[src/rtl/uart_bridge_pkg.sv]
// Shared state encodings and constants for the UART word bridge.
package uart_bridge_pkg;

    localparam int unsigned BIT_CNT = 8;

    typedef enum logic [2:0] {
        R_IDLE  = 3'd0,
        R_START = 3'd1,
        R_DATA  = 3'd2,
        R_PAR   = 3'd3,
        R_STOP  = 3'd4
    } rx_state_e;

    typedef enum logic [2:0] {
        T_IDLE  = 3'd0,
        T_START = 3'd1,
        T_DATA  = 3'd2,
        T_PAR   = 3'd3,
        T_STOP  = 3'd4
    } tx_state_e;

    // Even parity: the parity bit makes the total number of ones even.
    function automatic logic even_par(input logic [7:0] b);
        return ^b;
    endfunction

endpackage

[src/rtl/uart_baud_tick.sv]
// Bit-period timer: emits a one-cycle tick every CLK_PER_BIT cycles, or after
// half a period for the first tick following a restart with half selected.
module uart_baud_tick #(
    parameter int unsigned CLK_PER_BIT = 5200
) (
    input  logic clk,
    input  logic rst_n,
    input  logic restart,
    input  logic half,
    output logic tick
);

    localparam logic [15:0] FULL_LAST = 16'(CLK_PER_BIT - 1);
    localparam logic [15:0] HALF_LAST = 16'((CLK_PER_BIT / 2) - 1);

    logic [15:0] cnt_q, cnt_d;
    logic        half_q, half_d;

    assign tick = (cnt_q == (half_q ? HALF_LAST : FULL_LAST));

    // Next counter value: hold at zero while restarting, wrap on every tick.
    always_comb begin
        cnt_d  = cnt_q;
        half_d = half_q;
        if (restart) begin
            cnt_d  = 16'd0;
            half_d = half;
        end else if (tick) begin
            cnt_d  = 16'd0;
            half_d = 1'b0;
        end else begin
            cnt_d  = cnt_q + 16'd1;
            half_d = half_q;
        end
    end

    // Counter state register.
    always_ff @(posedge clk or negedge rst_n) begin
        if (!rst_n) begin
            cnt_q  <= 16'd0;
            half_q <= 1'b0;
        end else begin
            cnt_q  <= cnt_d;
            half_q <= half_d;
        end
    end

endmodule

[src/rtl/uart_word_bridge.sv]
// UART <-> word bridge: assembles BYTES received bytes into a word and serialises
// words byte 0 first. Define UART_PARITY_EN for 8E1 framing (default 8N1).
module uart_word_bridge
    import uart_bridge_pkg::*;
#(
    parameter  int unsigned CLK_PER_BIT = 5200,
    parameter  int unsigned BYTES       = 4,
    localparam int unsigned DATA_W      = 8 * BYTES
) (
    input  logic              Clk,
    input  logic              Rst_n,
    input  logic              Rx,
    output logic              Tx,
    output logic [7:0]        RxData,
    output logic [DATA_W-1:0] word_out,
    output logic              word_out_valid,
    input  logic [DATA_W-1:0] in_32,
    input  logic              in_valid,
    output logic              in_ready,
    output logic              frame_err,
    output logic              parity_err
);

`ifdef UART_PARITY_EN
    localparam logic PAR_EN = 1'b1;
`else
    localparam logic PAR_EN = 1'b0;
`endif

    localparam logic [3:0] LAST_BYTE = 4'(BYTES - 1);
    localparam logic [2:0] LAST_BIT  = 3'(BIT_CNT - 1);

    // ---------------- receive path ----------------
    logic              rx_meta_q, rx_sync_q, rx_prev_q;
    rx_state_e         rx_state_q, rx_state_d;
    logic [2:0]        rx_bit_q, rx_bit_d;
    logic [3:0]        rx_byte_q, rx_byte_d;
    logic [7:0]        rx_shift_q, rx_shift_d;
    logic [DATA_W-1:0] word_acc_q, word_acc_d;
    logic              word_done_q, word_done_d;
    logic [7:0]        rx_data_q, rx_data_d;
    logic [DATA_W-1:0] word_out_q, word_out_d;
    logic              word_valid_q, word_valid_d;
    logic              frame_err_q, frame_err_d;
    logic              parity_err_q, parity_err_d;
    logic              rx_restart_s, rx_half_s, rx_tick_s;

    uart_baud_tick #(.CLK_PER_BIT(CLK_PER_BIT)) u_rx_tick (
        .clk     (Clk),
        .rst_n   (Rst_n),
        .restart (rx_restart_s),
        .half    (rx_half_s),
        .tick    (rx_tick_s)
    );

    // Receive FSM next state; the completed word is published one cycle after the last stop sample.
    always_comb begin
        rx_state_d   = rx_state_q;
        rx_bit_d     = rx_bit_q;
        rx_byte_d    = rx_byte_q;
        rx_shift_d   = rx_shift_q;
        word_acc_d   = word_acc_q;
        rx_data_d    = rx_data_q;
        word_done_d  = 1'b0;
        frame_err_d  = 1'b0;
        parity_err_d = 1'b0;
        rx_restart_s = 1'b0;
        rx_half_s    = 1'b0;
        word_valid_d = word_done_q;
        if (word_done_q) begin
            word_out_d = word_acc_q;
        end else begin
            word_out_d = word_out_q;
        end
        case (rx_state_q)
            R_IDLE: begin
                rx_restart_s = 1'b1;
                rx_half_s    = 1'b1;
                if (rx_prev_q && !rx_sync_q) begin
                    rx_state_d = R_START;
                end else begin
                    rx_state_d = R_IDLE;
                end
            end
            R_START: begin
                if (rx_tick_s) begin
                    if (rx_sync_q) begin
                        rx_state_d = R_IDLE;
                    end else begin
                        rx_state_d = R_DATA;
                        rx_bit_d   = 3'd0;
                    end
                end else begin
                    rx_state_d = R_START;
                end
            end
            R_DATA: begin
                if (rx_tick_s) begin
                    rx_shift_d = {rx_sync_q, rx_shift_q[7:1]};
                    if (rx_bit_q == LAST_BIT) begin
                        rx_state_d = PAR_EN ? R_PAR : R_STOP;
                    end else begin
                        rx_bit_d = rx_bit_q + 3'd1;
                    end
                end else begin
                    rx_state_d = R_DATA;
                end
            end
            R_PAR: begin
                if (rx_tick_s) begin
                    if (rx_sync_q != even_par(rx_shift_q)) begin
                        parity_err_d = 1'b1;
                        rx_byte_d    = 4'd0;
                        rx_state_d   = R_IDLE;
                    end else begin
                        rx_state_d = R_STOP;
                    end
                end else begin
                    rx_state_d = R_PAR;
                end
            end
            R_STOP: begin
                if (rx_tick_s) begin
                    rx_state_d = R_IDLE;
                    if (rx_sync_q) begin
                        rx_data_d = rx_shift_q;
                        for (int k = 0; k < BYTES; k++) begin
                            if (rx_byte_q == 4'(k)) begin
                                word_acc_d[8*k +: 8] = rx_shift_q;
                            end else begin
                                word_acc_d[8*k +: 8] = word_acc_q[8*k +: 8];
                            end
                        end
                        if (rx_byte_q == LAST_BYTE) begin
                            rx_byte_d   = 4'd0;
                            word_done_d = 1'b1;
                        end else begin
                            rx_byte_d = rx_byte_q + 4'd1;
                        end
                    end else begin
                        frame_err_d = 1'b1;
                        rx_byte_d   = 4'd0;
                    end
                end else begin
                    rx_state_d = R_STOP;
                end
            end
            default: rx_state_d = R_IDLE;
        endcase
    end

    // Receive registers, including the Rx synchronizer and edge-detect history.
    always_ff @(posedge Clk or negedge Rst_n) begin
        if (!Rst_n) begin
            rx_meta_q    <= 1'b1;
            rx_sync_q    <= 1'b1;
            rx_prev_q    <= 1'b1;
            rx_state_q   <= R_IDLE;
            rx_bit_q     <= 3'd0;
            rx_byte_q    <= 4'd0;
            rx_shift_q   <= 8'd0;
            word_acc_q   <= '0;
            word_done_q  <= 1'b0;
            rx_data_q    <= 8'd0;
            word_out_q   <= '0;
            word_valid_q <= 1'b0;
            frame_err_q  <= 1'b0;
            parity_err_q <= 1'b0;
        end else begin
            rx_meta_q    <= Rx;
            rx_sync_q    <= rx_meta_q;
            rx_prev_q    <= rx_sync_q;
            rx_state_q   <= rx_state_d;
            rx_bit_q     <= rx_bit_d;
            rx_byte_q    <= rx_byte_d;
            rx_shift_q   <= rx_shift_d;
            word_acc_q   <= word_acc_d;
            word_done_q  <= word_done_d;
            rx_data_q    <= rx_data_d;
            word_out_q   <= word_out_d;
            word_valid_q <= word_valid_d;
            frame_err_q  <= frame_err_d;
            parity_err_q <= parity_err_d;
        end
    end

    // ---------------- transmit path ----------------
    tx_state_e         tx_state_q, tx_state_d;
    logic [2:0]        tx_bit_q, tx_bit_d;
    logic [3:0]        tx_byte_q, tx_byte_d;
    logic [DATA_W-1:0] tx_word_q, tx_word_d;
    logic              tx_q, tx_d;
    logic              in_ready_q, in_ready_d;
    logic              tx_restart_s, tx_tick_s;

    uart_baud_tick #(.CLK_PER_BIT(CLK_PER_BIT)) u_tx_tick (
        .clk     (Clk),
        .rst_n   (Rst_n),
        .restart (tx_restart_s),
        .half    (1'b0),
        .tick    (tx_tick_s)
    );

    // Transmit FSM; the word register shifts down a byte per frame so bit selection stays local.
    always_comb begin
        tx_state_d   = tx_state_q;
        tx_bit_d     = tx_bit_q;
        tx_byte_d    = tx_byte_q;
        tx_word_d    = tx_word_q;
        tx_restart_s = 1'b0;
        case (tx_state_q)
            T_IDLE: begin
                tx_restart_s = 1'b1;
                if (in_valid && in_ready_q) begin
                    tx_word_d  = in_32;
                    tx_byte_d  = 4'd0;
                    tx_state_d = T_START;
                end else begin
                    tx_state_d = T_IDLE;
                end
            end
            T_START: begin
                if (tx_tick_s) begin
                    tx_state_d = T_DATA;
                    tx_bit_d   = 3'd0;
                end else begin
                    tx_state_d = T_START;
                end
            end
            T_DATA: begin
                if (tx_tick_s) begin
                    if (tx_bit_q == LAST_BIT) begin
                        tx_state_d = PAR_EN ? T_PAR : T_STOP;
                    end else begin
                        tx_bit_d = tx_bit_q + 3'd1;
                    end
                end else begin
                    tx_state_d = T_DATA;
                end
            end
            T_PAR: begin
                if (tx_tick_s) begin
                    tx_state_d = T_STOP;
                end else begin
                    tx_state_d = T_PAR;
                end
            end
            T_STOP: begin
                if (tx_tick_s) begin
                    if (tx_byte_q == LAST_BYTE) begin
                        tx_state_d = T_IDLE;
                    end else begin
                        tx_byte_d  = tx_byte_q + 4'd1;
                        tx_word_d  = tx_word_q >> 4'd8;
                        tx_state_d = T_START;
                    end
                end else begin
                    tx_state_d = T_STOP;
                end
            end
            default: tx_state_d = T_IDLE;
        endcase

        case (tx_state_d)
            T_START: tx_d = 1'b0;
            T_DATA:  tx_d = tx_word_d[tx_bit_d];
            T_PAR:   tx_d = even_par(tx_word_d[7:0]);
            T_STOP:  tx_d = 1'b1;
            default: tx_d = 1'b1;
        endcase
        in_ready_d = (tx_state_d == T_IDLE);
    end

    // Transmit registers; Tx and in_ready come straight from flops.
    always_ff @(posedge Clk or negedge Rst_n) begin
        if (!Rst_n) begin
            tx_state_q <= T_IDLE;
            tx_bit_q   <= 3'd0;
            tx_byte_q  <= 4'd0;
            tx_word_q  <= '0;
            tx_q       <= 1'b1;
            in_ready_q <= 1'b0;
        end else begin
            tx_state_q <= tx_state_d;
            tx_bit_q   <= tx_bit_d;
            tx_byte_q  <= tx_byte_d;
            tx_word_q  <= tx_word_d;
            tx_q       <= tx_d;
            in_ready_q <= in_ready_d;
        end
    end

    assign Tx             = tx_q;
    assign in_ready       = in_ready_q;
    assign RxData         = rx_data_q;
    assign word_out       = word_out_q;
    assign word_out_valid = word_valid_q;
    assign frame_err      = frame_err_q;
    assign parity_err     = parity_err_q;

endmodule
[config.mk]
export PLATFORM = sky130hd
export DESIGN_NAME = uart_word_bridge
export DESIGN_NICKNAME = d
export VERILOG_FILES = /design/src/rtl/uart_bridge_pkg.sv /design/src/rtl/uart_baud_tick.sv /design/src/rtl/uart_word_bridge.sv
export SDC_FILE = /design/constraint.sdc
export NUM_CORES = 1
export LEC_CHECK = 0
export CORE_ASPECT_RATIO = 1.5
export CORE_MARGIN = 5
export CORE_UTILIZATION = 40
export DETAILED_ROUTE_END_ITERATION = 16
export PLACE_DENSITY = 0.71
export SLEW_MARGIN = 20
export SYNTH_ARGS = -nofsm -noshare
export SYNTH_HDL_FRONTEND = slang
export SYNTH_HIERARCHICAL = 1
export SYNTH_SLANG_ARGS = --single-unit
[constraint.sdc]
create_clock -name Clk -period 8.38 [get_ports Clk]
set_input_delay 1.257 -clock Clk [delete_from_list [all_inputs] [get_ports Clk]]
set_output_delay 1.257 -clock Clk [all_outputs]
set_load 0.1 [all_outputs]
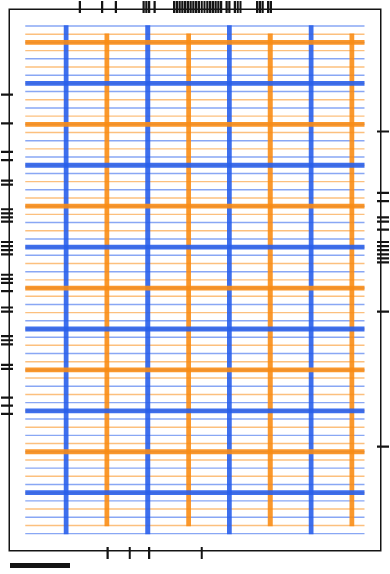
**Above:** floorplan with the power grid.
Bar = 20 um. Pins as bars on the die edge.
legend:
  orange:
    net: VDD
  blue:
    net: VSS
signal pins: 81
met1 rails: 63
met4 straps: 8
met5 straps: 12
rows: 62

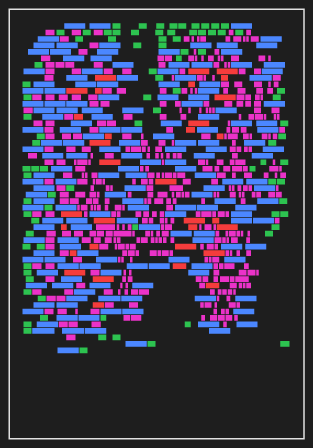
**Above:** placement by cell class.
legend:
  blue:
    class: flip-flops
    cells: 175
  magenta:
    class: all other logic
    cells: 421
  red:
    class: clock drivers and dummy loads
    cells: 32
  green:
    class: other buffers and delay cells
    cells: 86
core area: 19000 um2
Seq/total area: 47.3%
num rows: 62

==> worst max path at each step <==
stage | start | to | slack (ps) | cells after the start
after floorplan | u_tx_tick/cnt_q[4] | Tx | 5080 | 12
after detailed placement | u_rx_tick/cnt_q[4] | word_acc_q[15] | 4380 | 7
after CTS | u_rx_tick/cnt_q[4] | word_acc_q[21] | 4360 | 7
after global placement | u_rx_tick/cnt_q[4] | word_acc_q[21] | 4480 | 7
after global routing | u_rx_tick/cnt_q[4] | word_acc_q[5] | 4170 | 7
final | u_rx_tick/cnt_q[4] | word_acc_q[15] | 4460 | 7
==> worst max-delay path, stage by stage, from the launching register on <==
cell     delay [ps]
dfrtp_1         440
or4_1           530
or4_4           500
a21oi_4         440
nand4_1         600
nor3_1          570
nand2_1         340
mux2_1          390
==> reports/results.ini <==
[power_and_ir_drop]
power.leakage_nw=4.24
p_sw_share_pct=24.3
pg_clk_uw=765

[route]
vias_per_cell=5.13
ant_nets=0
wl_met1_um=6550

[final_layout]
buffers=86
clockBufferCount=18
area_share_nonclk_buffers_pct=9.14
lay_top_cells=dfrtp_1 (171), clkdlybuf4s50_1 (79), mux2_2 (78)
comb_share_pct=33.5
largest_cell_class=flip-flops and latches
antenna_cells=0
nMultiInputCombCells=412
area_growth_pct=21.1
fin_cells=970

[sta]
hold_slack_ps=358
finalWorstSetupSlack_ps=4460
fin_crit_sh_pct=46.8
finalCriticalPeriod_ps=3920
setup_viol=0

[synth]
top_logic_kind=simple AND/OR/NAND/NOR gates
mux_share_pct=12.7
ys_cells=625
ys_sh_aoi_pct=7.45
adder_share_pct=1.63
yosys.area.top_type=dfrtp_1
synth_area_per_cell_um2=12.2

[run]
drv_cap=0

[floorplanning]
num_tap_cells=256

[setup_path]
r2r_start=u_rx_tick/cnt_q[4]
cp-start-kind=flop
timing.rr.end=word_acc_q[15]
critPathArrivalTime_ps=4230
reg2reg_setup_slack_ps=4460
cp-end-kind=flop
worstPathMaxFanout=21

[clock_tree]
cts_resized=0
htreeDepth=4
cts_inserted_buffers=17
tritoncts=yes
clkTransAtPathRegs_ps=70

[placed_design]
dpl_worst_slack_ps=4380

[run_status]
status=completed

[min_path]
min_from=rx_meta_q

[grt]
grtUsageMet2_pct=25.0
grt_overflow=0
track_usage_pct=14.8

